===== src/rtl/rgb_to_yuv_encoder.sv =====
// RGB-to-BT.601 YUV encoder: reads interleaved RGB groups from SRAM and writes Y/U/V planes.
// Optional macro UV_AVG_EN selects averaged chroma; otherwise even-pixel chroma decimation.
module rgb_to_yuv_encoder #(
   parameter logic [17:0] Y_BASE     = 18'd0,
   parameter logic [17:0] U_BASE     = 18'd38400,
   parameter logic [17:0] V_BASE     = 18'd57600,
   parameter logic [17:0] RGB_BASE   = 18'd146944,
   parameter int          NUM_GROUPS = 19200
) (
   input  logic        Clock,
   input  logic        Resetn,
   input  logic        Enable,
   output logic        Done,
   output logic [17:0] SRAM_address,
   input  logic [15:0] SRAM_read_data,
   output logic [15:0] SRAM_write_data,
   output logic        SRAM_we_n
);

   localparam int G_W   = (NUM_GROUPS > 1) ? $clog2(NUM_GROUPS) : 1;
   localparam int OFF_W = $clog2(6 * NUM_GROUPS + 1);
`ifdef UV_AVG_EN
   localparam int UV_N = 4;
`else
   localparam int UV_N = 2;
`endif

   typedef enum logic [2:0] {S_IDLE, S_RD, S_WAIT, S_CALC, S_WR, S_DONE} state_t;

   state_t             state, state_nxt;
   logic [3:0]         cnt;
   logic [G_W-1:0]     g;
   logic [OFF_W-1:0]   rgb_off;
   logic               last_grp;

   logic [7:0]         pix [12];
   logic [7:0]         y_q [4];
   logic signed [15:0] u_q [UV_N];
   logic signed [15:0] v_q [UV_N];

   logic               cap_en;
   logic [2:0]         cap_w;
   logic [1:0]         calc_p, calc_c;
   logic [3:0]         pix_idx;
   logic signed [31:0] r_p0, g_p0, b_p0, ka_p0, kb_p0, kc_p0, off_p0, sum_p0, res_p0;
   logic [7:0]         ue0, ue1, ve0, ve1;

   function automatic logic [7:0] clamp8(input logic signed [31:0] v);
      if (v < 0)
         return 8'd0;
      else if (v > 32'sd255)
         return 8'd255;
      else
         return v[7:0];
   endfunction

`ifdef UV_AVG_EN
   function automatic logic signed [31:0] avg2(input logic signed [31:0] a, input logic signed [31:0] b);
      return (a + b + 32'sd1) >>> 1;
   endfunction
`endif

   assign last_grp = (g == G_W'(NUM_GROUPS - 1));

   always_comb begin
      state_nxt = state;
      case (state)
         S_IDLE: if (Enable) state_nxt = S_RD;
         S_RD:   if (cnt == 4'd5) state_nxt = S_WAIT;
         S_WAIT: if (cnt == 4'd1) state_nxt = S_CALC;
         S_CALC: if (cnt == 4'd11) state_nxt = S_WR;
         S_WR:   if (cnt == 4'd3) state_nxt = last_grp ? S_DONE : S_RD;
         S_DONE: state_nxt = S_IDLE;
         default: state_nxt = S_IDLE;
      endcase
   end

   // Capture: word k arrives two cycles after its address, i.e. during RD k+2 / WAIT k-4
   assign cap_en = ((state == S_RD) && (cnt >= 4'd2)) || (state == S_WAIT);
   assign cap_w  = (state == S_RD) ? 3'(cnt - 4'd2) : 3'(cnt + 4'd4);

   always_comb begin
      calc_p  = 2'(cnt / 4'd3);
      calc_c  = 2'(cnt % 4'd3);
      pix_idx = 4'({2'b00, calc_p} * 4'd3);
      r_p0    = $signed({24'd0, pix[pix_idx]});
      g_p0    = $signed({24'd0, pix[4'(pix_idx + 4'd1)]});
      b_p0    = $signed({24'd0, pix[4'(pix_idx + 4'd2)]});
      ka_p0   = 32'sd28770;
      kb_p0   = -32'sd24117;
      kc_p0   = -32'sd4653;
      off_p0  = 32'sd128;
      case (calc_c)
         2'd0: begin ka_p0 = 32'sd16843; kb_p0 = 32'sd33030;  kc_p0 = 32'sd6423;  off_p0 = 32'sd16;  end
         2'd1: begin ka_p0 = -32'sd9699; kb_p0 = -32'sd19071; kc_p0 = 32'sd28770; off_p0 = 32'sd128; end
         default: ;
      endcase
      sum_p0 = r_p0 * ka_p0 + g_p0 * kb_p0 + b_p0 * kc_p0 + 32'sd32768;
      res_p0 = (sum_p0 >>> 16) + off_p0;
   end

   always_comb begin
`ifdef UV_AVG_EN
      ue0 = clamp8(avg2(32'(u_q[0]), 32'(u_q[1])));
      ue1 = clamp8(avg2(32'(u_q[2]), 32'(u_q[3])));
      ve0 = clamp8(avg2(32'(v_q[0]), 32'(v_q[1])));
      ve1 = clamp8(avg2(32'(v_q[2]), 32'(v_q[3])));
`else
      ue0 = clamp8(32'(u_q[0]));
      ue1 = clamp8(32'(u_q[1]));
      ve0 = clamp8(32'(v_q[0]));
      ve1 = clamp8(32'(v_q[1]));
`endif
   end

   always_ff @(posedge Clock) begin
      if (cap_en) begin
         pix[{cap_w, 1'b0}] <= SRAM_read_data[15:8];
         pix[{cap_w, 1'b1}] <= SRAM_read_data[7:0];
      end
      if (state == S_CALC) begin
         case (calc_c)
            2'd0: y_q[calc_p] <= clamp8(res_p0);
`ifdef UV_AVG_EN
            2'd1: u_q[calc_p] <= res_p0[15:0];
            default: v_q[calc_p] <= res_p0[15:0];
`else
            2'd1: if (!calc_p[0]) u_q[calc_p[1]] <= res_p0[15:0];
            default: if (!calc_p[0]) v_q[calc_p[1]] <= res_p0[15:0];
`endif
         endcase
      end
   end

   always_ff @(posedge Clock or negedge Resetn) begin
      if (!Resetn) begin
         state           <= S_IDLE;
         cnt             <= '0;
         g               <= '0;
         rgb_off         <= '0;
         SRAM_address    <= '0;
         SRAM_write_data <= '0;
         SRAM_we_n       <= 1'b1;
         Done            <= 1'b0;
      end else begin
         state <= state_nxt;
         cnt   <= (state_nxt != state) ? 4'd0 : 4'(cnt + 4'd1);
         Done  <= 1'b0;
         case (state)
            S_IDLE: begin
               SRAM_we_n <= 1'b1;
               if (Enable) begin
                  g            <= '0;
                  rgb_off      <= '0;
                  SRAM_address <= RGB_BASE;
               end
            end
            S_RD: if (cnt != 4'd5) SRAM_address <= SRAM_address + 18'd1;
            S_CALC: if (cnt == 4'd11) begin
               SRAM_address    <= Y_BASE + 18'({g, 1'b0});
               SRAM_write_data <= {y_q[0], y_q[1]};
               SRAM_we_n       <= 1'b0;
            end
            S_WR: begin
               case (cnt)
                  4'd0: begin
                     SRAM_address    <= Y_BASE + 18'({g, 1'b0}) + 18'd1;
                     SRAM_write_data <= {y_q[2], y_q[3]};
                  end
                  4'd1: begin
                     SRAM_address    <= U_BASE + 18'(g);
                     SRAM_write_data <= {ue0, ue1};
                  end
                  4'd2: begin
                     SRAM_address    <= V_BASE + 18'(g);
                     SRAM_write_data <= {ve0, ve1};
                  end
                  default: begin
                     SRAM_we_n <= 1'b1;
                     if (last_grp) begin
                        Done <= 1'b1;
                     end else begin
                        g            <= g + G_W'(1);
                        rgb_off      <= rgb_off + OFF_W'(6);
                        SRAM_address <= RGB_BASE + 18'(rgb_off) + 18'd6;
                     end
                  end
               endcase
            end
            S_DONE: SRAM_we_n <= 1'b1;
            default: ;
         endcase
      end
   end

endmodule


===== config.mk =====
export PLATFORM = sky130hd
export DESIGN_NAME = rgb_to_yuv_encoder
export DESIGN_NICKNAME = d
export VERILOG_FILES = /design/src/rtl/rgb_to_yuv_encoder.sv
export SDC_FILE = /design/constraint.sdc
export NUM_CORES = 1
export LEC_CHECK = 0
export ABC_AREA = 1
export CORE_MARGIN = 3
export CORE_UTILIZATION = 40
export DETAILED_ROUTE_END_ITERATION = 6
export HOLD_SLACK_MARGIN = 0.1
export MAX_ROUTING_LAYER = met4
export SYNTH_ARGS = -nofsm -noshare
export SYNTH_HDL_FRONTEND = slang
export SYNTH_SLANG_ARGS = --single-unit

===== constraint.sdc =====
create_clock -name Clock -period 13.6 [get_ports Clock]
set_input_delay 2.04 -clock Clock [delete_from_list [all_inputs] [get_ports Clock]]
set_output_delay 2.04 -clock Clock [all_outputs]
set_load 0.03 [all_outputs]

==> summary.txt, run 1 <==
The full implementation flow was run.

Averaged over all synthesized cells, the footprint is 8.803 um^2. The number of antenna violations at the first check in global routing stands at 0. According to the floorplan report, the placeable core area is 67,510 um^2. Buffers inserted to repair hold after CTS numbered 0. Per the cell usage report, the commonest logic cell in the layout is inv_1.

The longest individual stage delay on the worst path stands at 0.59 ns. TritonCTS built the clock tree. The area of the mapped netlist stands at 27,360 um^2. Per the OpenROAD floorplan log, the width of the die is 267.5 um. The worst setup slack before clock tree synthesis stands at 1.212 ns. The total grt overflow stands at 0. For reference, the top logic cell family by area is adder cells. The number of setup violations in the final report stands at 0.

STA lists the startpoint of the worst register-to-register path as cnt[1]$_DFF_PN0_. 55 I/O pins were placed. The wire length per cell after detailed routing stands at 18.07 um. On the final layout, the worst clock skew is 0.01709 ns. The startpoint identified for the worst hold timing path is SRAM_write_data[15]$_DFFE_PN0P_. The post-synth count of flops with an enable pin is 192. The post-placement cell count stands at 3,997.

The endpoint of the worst hold path is reported as SRAM_write_data[15]$_DFFE_PN0P_. Per the run report, area growth between synthesis and finish was 9.773%. In this run the post-CTS setup repair buffer count came out at 0. Of all flip-flops after synthesis, the portion carrying an async set or reset was 27.82%. The number of flip-flops under the largest register name stands at 96. The number of instances resized during post-cts repair stands at 0.

The run finished with clean final reports. Counting flops and latches in the post-synthesis netlist gives 266. The final net count stands at 3,733.

The endpoint identified for the worst register-to-register timing path is y_q[0][0]$_DFFE_PP_. The kind of cell with the highest combined delay along the critical path is adder cells. The number of optimization iterations in the first detailed-route pass stands at 5. The detail route stage leaves a number of antenna-violating nets equal to 0. The total die size stands at 71,580 um^2. In the routed design, unresolved DRC markers number 0. The register area share after synthesis stands at 27.85%. The final worst-path setup slack stands at 1.301 ns.

The peak fanout along the critical path stands at 44. The pin count of the biggest net entering global routing stands at 78. For this configuration, the core starts out at a cell density of 40.52%.

The run reported a max-capacitance violation count of 0. The register-to-register path setup slack stands at 1.30 ns. The remaining max-slew budget at the tightest pin stands at 18.51%. The clock reaches the later pin of the worst-skew pair after 0.59 ns. The maximum number of buffers from clock root to sink stands at 3.

Summing all multi-input logic gate instances after layout gives 16,420 um^2. The largest individual stage delay along the critical path comes from the cell fa_1. The first routing iteration left 1,434 violations.

The data required time reported for the critical path is 13.93 ns. The sequential cells in the finished layout cover a total of 7619 um^2. Tracing the worst setup path back leads to its startpoint at cnt[1]$_DFF_PN0_.

Sorting the synthesized cells by area gives the leading types as fa_1 (25%), edfxtp_1 (21%), inv_1 (11%). After synthesis, the share of cell area in mux cells is 0.03658%. The HPWL after detailed placement stands at 58.78 mm. The pin closest to its max-slew limit shows a slew of 1.218 ns. The number of global-route vias before repair is 21,000. The post-route netlist has 4.780% of its cells at a drive strength greater than 1. After Yosys synthesis, and, or, nand and nor cells account for 13.18% of the synthesized area. In this run the clock root is driven by a clkbuf_16. Measured along the y axis, the die boundary spans 267.5 um. The internal power of the cells totals 1.354 mW. More flip-flops sit in one register than any other, and that register is pix. The layout has 6,616 filler cells. The tool warning count stands at 40. In the hold timing report, the worst path depth is 2. Counting both buffers and inverters, the worst setup path holds a total of 13.

The placer's final routability congestion estimate stands at 0.9045. The depth of the CTS H-tree stands at 1. The fraction of synthesized cell area in xor and xnor cells stands at 0.8277%. The minimum clock period stands at 12.30 ns. In this run the biggest area consumer among cell types represents 25.17% of the synthesized area.

The critical path is of the reg2reg type. For this run, the detailed router reports a per-instance via density of 5.057. Once layout is complete, the cells apart from fillers number 4,053. The chip area line in the Yosys stat output reads 27,360 um^2. The number of warnings issued by yosys stands at 0.

Following the worst setup path forward leads to its endpoint at y_q[0][0]$_DFFE_PP_. The script extracted a total leakage power of 14.20 nW. In the synthesized netlist the dominant register cell turns out to be edfxtp_1. The worst setup path is captured at a flop. The maximum ir drop on the vdd rail stands at 0.08049 mV.

Timing would allow up to 0.08131 GHz. Of the total power, the clock network draws 47.4%. The number of antenna cells inserted stands at 0.

Setup repair after global routing left no endpoint under its margin. Per report_power, the sequential group accounts for 50.4% of the total. The synthesized netlist cell count stands at 3,108. The CTS log lists the clock sinks for this run as 266. The adder-cell share of the synthesized area stands at 34.96%.
run 1: synth_stat cells (4+ instances only):
cell,n
nor4_1,11
nor2_2,4
nor3_1,33
nand2_4,5
ha_1,214
a22oi_1,4
nand2_2,12
nand3_2,5
o2111ai_1,4
o22ai_1,13
xor2_1,19
o211ai_1,36
nand3_1,100
o311ai_0,5
nand2_1,372
o21a_1,6
nor2_1,264
fa_1,344
o31ai_1,5
edfxtp_1,192
a31oi_1,23
dfrtp_1,73
inv_2,5
buf_1,5
or2_2,8
o221ai_1,10
nand4_1,17
clkbuf_1,70
o21ai_0,242
a21o_1,6
a21oi_1,144
nor2_4,5
inv_1,797
a211oi_1,11
xnor2_1,5
run 1: routing by layer:
metal	global-route usage [%]	part of all wire, %
met1	29.96	46
met2	34.70	46
met3	2.637	6.0
met4	4.480	2.0
met5	-	0
run 1: per-stage QoR:
step | instance area, um^2 | hold WS, ns
finish | 30030 | 0.5118
global route | 30030 | 0.5336
global placement | 29020 | 0.4938
detailed placement | 29020 | 0.5005
CTS | 30030 | 0.5160
floorplan | 27360 | 0.4718
run 1: area by class of cell:
type	instances	share of cell area (%)
Multi-Input combinational cell	1955	54.66
Tap cell	873	3.637
Sequential cell	266	25.37
Clock inverter	21	0.7457
Clock buffer	35	2.595
Timing Repair Buffer	95	2.858
Inverter	808	10.14
run 1: power by group through the flow:
stage,Clock (mW),Combinational (mW),Sequential [mW]
2_1_floorplan,0,0.0178,0.888
3_3_place_gp,0,0.0393,0.888
3_5_place_dp,0,0.0397,0.888
4_1_cts,0.835,0.0398,0.871
5_1_grt,0.869,0.0447,0.871
6_report,0.819,0.0394,0.871
run 1: tightest hold or removal path, delay by kind of cell, from the launching register on:
kind | cells | cell delay [ns]
simple gates | 1 | 0.07
compound gates | 1 | 0.08
flops | 1 | 0.34
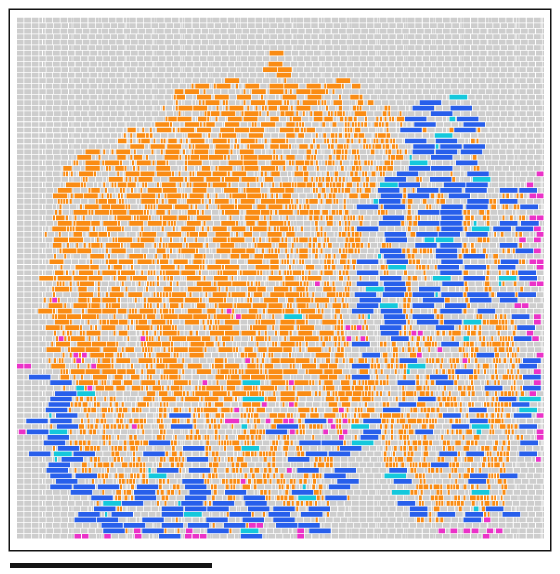
Fig. 1. Cell classes on the final placement (run 1).
The bar under the picture is 100 um long. Fill, decap, tap and diode cells in grey.
legend:
  magenta:
    class: other buffers and delay cells
    cells: 95
  orange:
    class: all other logic
    cells: 2,763
  blue:
    class: flip-flops
    cells: 266
  cyan:
    class: clock drivers and dummy loads
    cells: 56

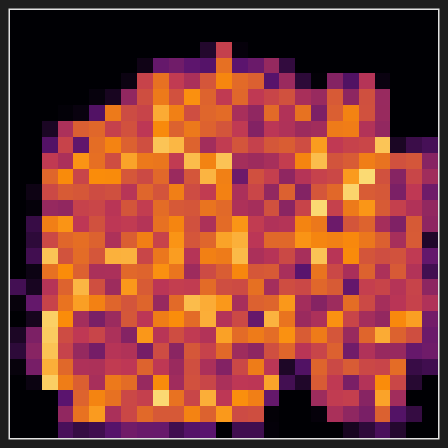
Fig. 2. Cell density map (run 1).
The die is cut into 27 by 27 equal tiles; black is low, pale yellow is high, 0 to 100% covered.
fullest tile: 92%
tiles over 75% full: 8.4%
mean over tiles: 40%
emptiest ninth of the die: top left
nearly empty tiles: 24%

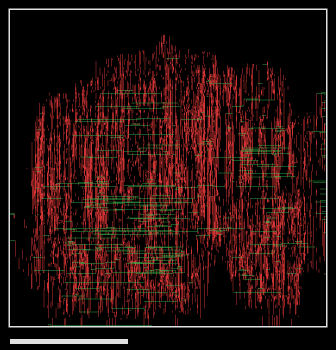
Fig. 3. Metal layers overlaid (run 1).
The bar under the picture is 100 um long. Two of the layers only.
legend:
  red:
    layer: met2
    wire_length: 33.9 mm
  green:
    layer: met3
    wire_length: 4,420 um

Fig. 4: run 1, track usage over the die
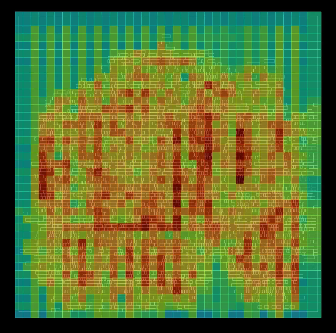

==> run 1 -> run 2 <==
--- a/config.mk
+++ b/config.mk
@@ -11,6 +11,7 @@
 export DETAILED_ROUTE_END_ITERATION = 6
 export HOLD_SLACK_MARGIN = 0.1
 export MAX_ROUTING_LAYER = met4
+export PLACE_DENSITY = 0.52
 export SYNTH_ARGS = -nofsm -noshare
 export SYNTH_HDL_FRONTEND = slang
 export SYNTH_SLANG_ARGS = --single-unit
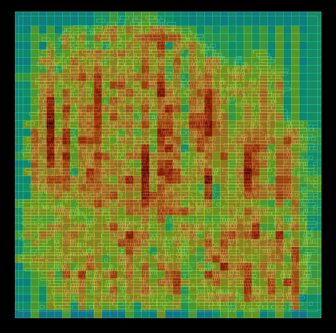
Fig. 5. Track usage over the die (run 2).
utilization after layout: 44.51%
WL/cell: 19.29 um
all-layer global routing usage: 23.09%

==> summary.txt, run 2 <==
The full implementation flow was run.

The synthesized netlist cell count stands at 3,108. The register-to-register path setup slack stands at 1.16 ns. For the combinational group, total power comes out at 0.0395 mW.

Per the timing report, the achievable frequency comes out to 0.08039 GHz. The area of combinational cells with multiple inputs stands at 16,410 um^2. In the synthesized netlist the async set-or-reset flop fraction comes to 27.82%. For the pin with the worst max-slew slack, the measured transition is 1.252 ns. Across the run, the number of max-cap violations was 0. The port buffer count stands at 54. The cell area after layout stands at 30,050 um^2. Of the total power, the clock network draws 47.0%. Power attributed to the clock group is 0.808 mW. By area, the combinational part of the netlist is dominated by adder cells.

The final net count stands at 3,740. The layout-stage area growth over the synthesis result stands at 9.841%. The required time of the critical path stands at 13.93 ns.

The final worst-path setup slack stands at 1.161 ns. In this run, the number of DRC markers left after iteration 0 of detailed routing was 1,411. Setup repair after global routing left no endpoint under its margin.

The number of warnings issued by yosys stands at 0. The placer's final routability congestion estimate stands at 0.9185. The run finished with clean final reports. The largest single stage delay on the critical path is 0.59 ns. According to the floorplan report, the total die area is 71,580 um^2. The share of the Yosys chip area taken by registers is 27.85%.

The number of antenna violations at the first check in global routing stands at 0. The internal power consumption stands at 1.361 mW. The sequential cell area stands at 7619 um^2. The multiplexer area fraction after synthesis stands at 0.03658%. The biggest slice of the total power is consumed by sequential cells. The pin count of the biggest net entering global routing stands at 75. The HPWL after detailed placement stands at 63.25 mm. The post-CTS repair timing setup buffer count stands at 0. The total grt overflow stands at 0.

Sorting the synthesized cells by area gives the leading types as fa_1 (25%), edfxtp_1 (21%), inv_1 (11%). In this run the critical register-to-register path is launched from cnt[1]$_DFF_PN0_. The number of setup violations in the final report stands at 0.

At the later pin of the worst-skew pair, clock insertion delay measures 0.58 ns. The adder-cell share of the synthesized area stands at 34.96%. Ranked by instance count, the synthesized netlist is headed by inv_1 (797), nand2_1 (372), fa_1 (344). The die is 267.5 um tall. TritonCTS built the clock tree.

The post-placement cell area stands at 29,070 um^2. By instance count after routing, the leading logic cell type is inv_1. The area of the mapped netlist stands at 27,360 um^2. For this design, the slowest cell found on the critical path is fa_1. The post-detailed-route via-to-cell ratio stands at 5.104. After layout, the setup clock skew is reported as 0.01727 ns. The initial standard-cell utilization of the core stands at 40.52%. Looking at the clock tree report, the H-tree level count equals 1. The worst setup path is captured at a flop. The layout summary lists the proportion of cells stronger than drive strength 1 as 4.928%. The tool warning count stands at 40.

inv_1 is the most common cell in the netlist. The number of storage elements in the synthesis netlist stands at 266. In this run, flip-flops and latches consume 50.7% of the power.

The top cell type by area accounts for 25.17% of the synthesized area. Looking at the cell usage after synthesis, the top flip-flop cell is edfxtp_1. The area of the core region stands at 67,510 um^2. The number of global-route vias before repair is 21,590. The area share of and/or/nand/nor cells after synthesis stands at 13.18%. The post-placement cell count stands at 4,005.

The number of antenna cells inserted stands at 0. The DRC violation total left in the routed layout is recorded as 0. During I/O placement, the number of pins put on the boundary was 55. The clock-pin slew on the worst setup and hold paths stands at 0.06 ns. The endpoint identified for the worst register-to-register timing path is y_q[3][0]$_DFFE_PP_. The root buffer cell chosen for the clock tree is clkbuf_16. The maximum ir drop on the vdd rail stands at 0.07188 mV. Subtracting the final worst setup slack from the clock period gives 12.44 ns. The worst setup path is launched from a flop. The number of standard cells in the layout, taps in and fillers out stands at 4,059. The remaining antenna violation count after routing stands at 0. Per the timing report, the biggest fanout along the worst path comes to 18. The remaining max-slew budget at the tightest pin stands at 16.21%. The script extracted a total leakage power of 14.22 nW.

Per STA, the endpoint of the critical path is y_q[3][0]$_DFFE_PP_. Before antenna repair, the detailed router went through 6 iterations. The number of flip-flops under the largest register name stands at 96.

Hold is met by 0.5018 ns. The fraction of synthesized cell area in xor and xnor cells stands at 0.8277%. The worst setup slack before clock tree synthesis stands at 0.9889 ns.

For reference, the most critical setup path is categorized as reg2reg. The chip area line in the Yosys stat output reads 27,360 um^2. The count of filler cells inserted in the layout stands at 6,564.

In this run the mean area of a mapped cell was 8.803 um^2. In this run, power in flip-flops and latches comes to 0.871 mW.
## run 2: cell count changes in the layout (fill, tap and decap cells not counted), sizes merged
| cell | delta |
|---|---|
| clkbuf | +2 |
| buf | +8 |
| clkinvlp | -1 |
| clkinv | -6 |
| inv | +2 |
| bufinv | +1 |
## run 2: worst min-delay path by stage
stage	startpoint	to	slack, ns	cells past startpoint
after floorplan	rgb_off[16]$_DFFE_PN0P_	rgb_off[16]$_DFFE_PN0P_	0.47	1
after global placement	y_q[1][6]$_DFFE_PP_	SRAM_write_data[6]$_DFFE_PN0P_	0.49	2
after detailed placement	y_q[1][6]$_DFFE_PP_	SRAM_write_data[6]$_DFFE_PN0P_	0.49	2
after CTS	y_q[1][6]$_DFFE_PP_	SRAM_write_data[6]$_DFFE_PN0P_	0.51	2
after global routing	SRAM_write_data[4]$_DFFE_PN0P_	SRAM_write_data[4]$_DFFE_PN0P_	0.54	2
final	y_q[1][6]$_DFFE_PP_	SRAM_write_data[6]$_DFFE_PN0P_	0.50	2
## run 2: routing by layer
metal | GRT usage (%) | vias to the layer above | share of wire [%]
li1 | - | 9906 | -
met1 | 32.27 | 10220 | 47
met2 | 37.43 | 505 | 47
met3 | 2.040 | 84 | 4.7
met4 | 3.965 | 0 | 1.6
met5 | - | - | 0
## run 2: area by class of cell
type / instances / share of cell area, %
multi-input cells: 1955 / 54.60
flip-flops and latches: 266 / 25.35
inverters: 808 / 10.13
well taps: 873 / 3.635
repair buffers: 103 / 3.014
clock buffers: 37 / 2.548
clock inverters: 17 / 0.7244
## run 2: timing repair
| item | 4_1_cts | 5_1_grt |
|---|---|---|
| setup endpoints to repair | 0 | 32 |
| resized | 0 | 2 |
| hold buffers | 0 | 0 |
No activity file was given, so power comes from the tool's default toggle rates.
